Run 1, cell classes on the final placement:
Fill, decap, tap and diode cells in gray.
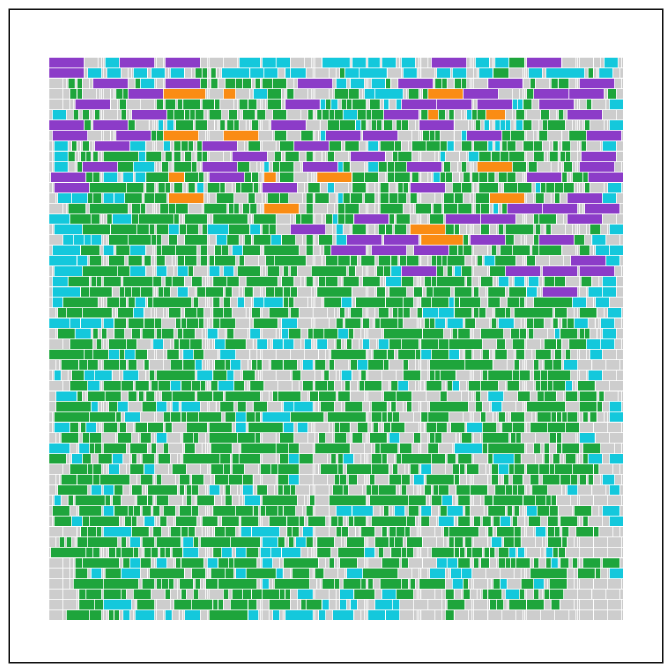
Run 1, signal metal coverage by tile:
Scale bar: 50 microns. 34 x 34 tiles, from dark blue (low) to red (high), scaled to the fullest tile. Values are wire area over tile area, all layers added.
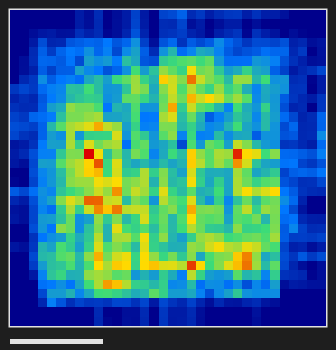
Run 1, clock routing:
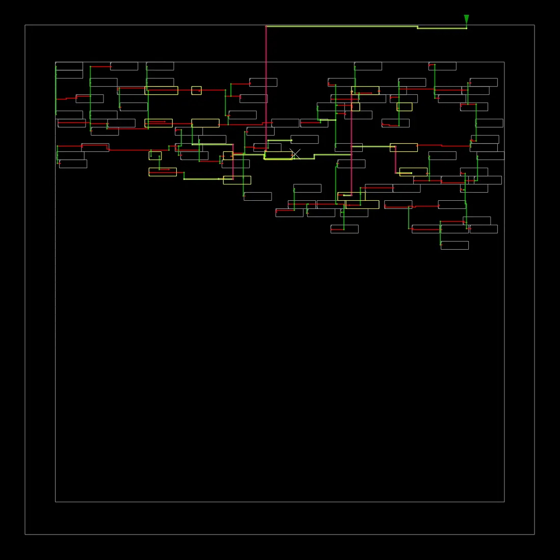
==> config.mk <==
export PLATFORM = sky130hd
export DESIGN_NAME = alu_iter_exec
export DESIGN_NICKNAME = d
export VERILOG_FILES = /design/src/rtl/alu_iter_exec.sv
export SDC_FILE = /design/constraint.sdc
export NUM_CORES = 1
export LEC_CHECK = 0
export CORE_MARGIN = 10
export CORE_UTILIZATION = 45
export DETAILED_ROUTE_END_ITERATION = 7
export GPL_TIMING_DRIVEN = 0
export PLACE_DENSITY = 0.66
export SYNTH_ARGS = -nofsm -noshare
export SYNTH_HDL_FRONTEND = slang
export SYNTH_SLANG_ARGS = --single-unit
==> constraint.sdc <==
create_clock -name clk -period 2.95 [get_ports clk]
set_input_delay 0.59 -clock clk [delete_from_list [all_inputs] [get_ports clk]]
set_output_delay 0.59 -clock clk [all_outputs]
set_load 0.005 [all_outputs]
==> run_results.csv, run 1 <==
group,metric,value,unit
synthesis,dominantRegCellSynth,"dfrtp_1",
placement,dpl.cell_count,1779,
cells_and_area,drive_gt1_share,33.31,%
critical_path,critPathBufInv,4,
power_and_ir_drop,power_density,462.9,mW/mm^2
timing,setup_violations,21,
synthesis,synth_flops,75,
critical_path,crit_path_end_kind,"register",
timing,min_period,3.951,ns
routing,wl_met3,5673,microns
outcome,run_status,"complete, but fails checks",
die,initCoreUtil,46.05,%
power_and_ir_drop,seq-power,1.78,mW
outcome,violations,"DRC, setup timing",
timing,setup_slack,-1.001,ns
cells_and_area,buffer_area_share,19.09,%
synthesis,yosysWarnings,0,
grt,grt_pass1_vias,12150,
power_and_ir_drop,power_leader,"combinational logic",
cells_and_area,inv_count,110,
routing,m1WireLength,20010,microns
routing,drc,1,
critical_path,path_cells,"buf_12 > inv_6 > ha_4 > fa_2 > nor3_4 > o311ai_4 > nor2_2 > buf_4 > o31ai_4 > a31oi_4 > buf_12 > a221oi_4 > mux2i_1 > o21ai_2 > nor3b_2 > and4_1 > nand4b_1 > o41ai_2",
die,ios,118,
power_and_ir_drop,p_leak,6.251,nW
routing,drt_iter0_drc,1874,
run,maxCapViolCount,0,
cells_and_area,final_area,0.01526,sq mm
cells_and_area,n_fill_cell,1813,
worst_hold_path,hp-class,"register to register",
Notes on 'cell classes on the final placement' above:
sequential cells: drawn in purple, cells 75. clock drivers and dummy loads: drawn in orange, cells 16. remaining logic cells: drawn in green, cells 1208. remaining buffers and delay cells: drawn in cyan, cells 328.
Final Core Density: 69.29%
fraction of area in registers: 12.30%

Notes on 'signal metal coverage by tile' above:
The densest ninth of the die: middle. 12% of the tiles are nearly empty. The mean over all tiles is 0.31. The fullest tile reaches 0.99. 26% of the tiles are over half the peak.
vias post-DR: 12910
all-layer global routing usage: 33.35%
Avg WL per Cell: 27.11 microns
routed wire length: 51710 microns

Notes on 'clock routing' above:
Num CTS Buffers: 9
flop count: 75
Clk. pwr: 1.25 mW
Setup Skew: 0.007148 ns

Run 1, signal wires on met1:
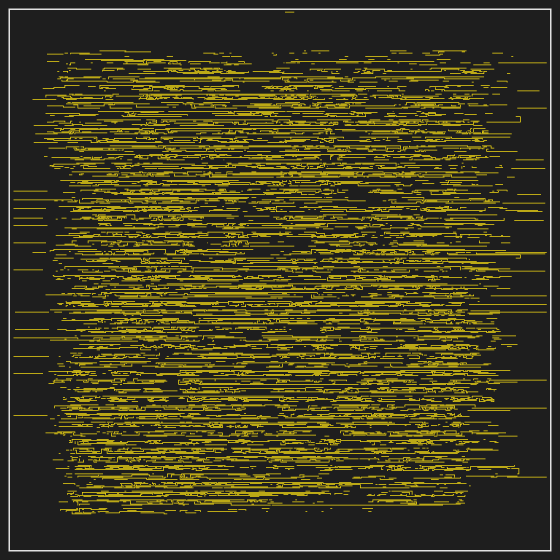

==> inputs of run 2 (changes only) <==
--- a/config.mk
+++ b/config.mk
@@ -8,8 +8,8 @@
 export CORE_MARGIN = 10
 export CORE_UTILIZATION = 45
 export DETAILED_ROUTE_END_ITERATION = 7
+export DONT_BUFFER_PORTS = 1
 export GPL_TIMING_DRIVEN = 0
-export PLACE_DENSITY = 0.66
 export SYNTH_ARGS = -nofsm -noshare
 export SYNTH_HDL_FRONTEND = slang
 export SYNTH_SLANG_ARGS = --single-unit
Run 2, signal wires on met1:
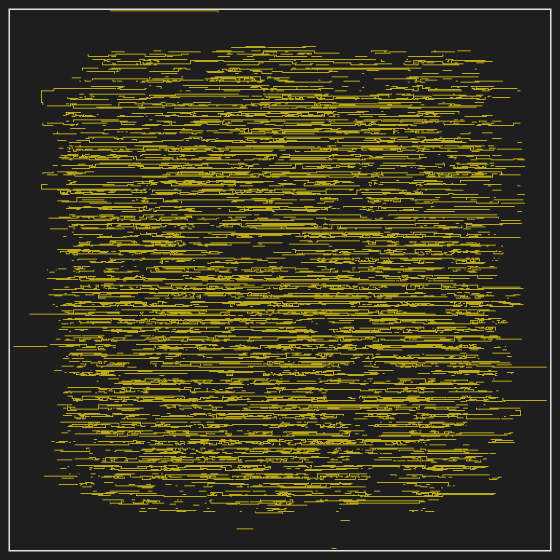
1480 nets have wire on it. The layer holds 39% of the routed length. The layer carries 19100 microns of wire. The longest straight run is 49.7 microns. The wires run mostly horizontal.
routed wire length: 48830 microns
GR Util met1: 41.07%
vias post-DR: 11900

==> run_results.csv, run 2 <==
group,metric,value,unit
outcome,run_status,"complete, but fails checks",
outcome,violations,"setup timing",
power_and_ir_drop,pg_clk,1.22,mW
timing,min_period,3.801,ns
cells_and_area,drive_gt1_share,22.81,%
timing,setup_slack,-0.8511,ns
synthesis,yosysWarnings,0,
power_and_ir_drop,power_density,479.8,mW/mm^2
clock_tree,numCtsBuffers,9,
power_and_ir_drop,p_leak,5.182,nW
timing,fin_skew,0.005676,ns
routing,routedWlPerCell,28.28,microns
cells_and_area,n_fill_cell,2107,
power_and_ir_drop,power_leader,"combinational logic",
critical_path,path_cells,"inv_8 > ha_4 > buf_6 > or4_4 > or3_4 > a21oi_4 > o31ai_4 > o21ai_4 > buf_6 > buf_6 > a31o_4 > o22ai_4 > a211oi_2 > o2bb2ai_1 > nand4_1 > buf_6 > o41ai_2",
routing,drt_iter0_drc,1492,
cells_and_area,finish.utilization,57.91,%
critical_path,crit_path_end_kind,"register",
placement,dpl.cell_count,1664,
die,initCoreUtil,46.05,%
timing,setup_violations,18,
worst_hold_path,hp-class,"input port to asynchronous set/reset pin",
grt,track_usage,32.13,%
routing,wl_met3,5968,microns
cells_and_area,seq_share,14.71,%
cells_and_area,inv_count,110,
routing,m1WireLength,19130,microns
routing,drc,0,
die,ios,118,
synthesis,synth_flops,75,
run,maxCapViolCount,0,
No activity file was given, so power comes from the tool's default toggle rates.
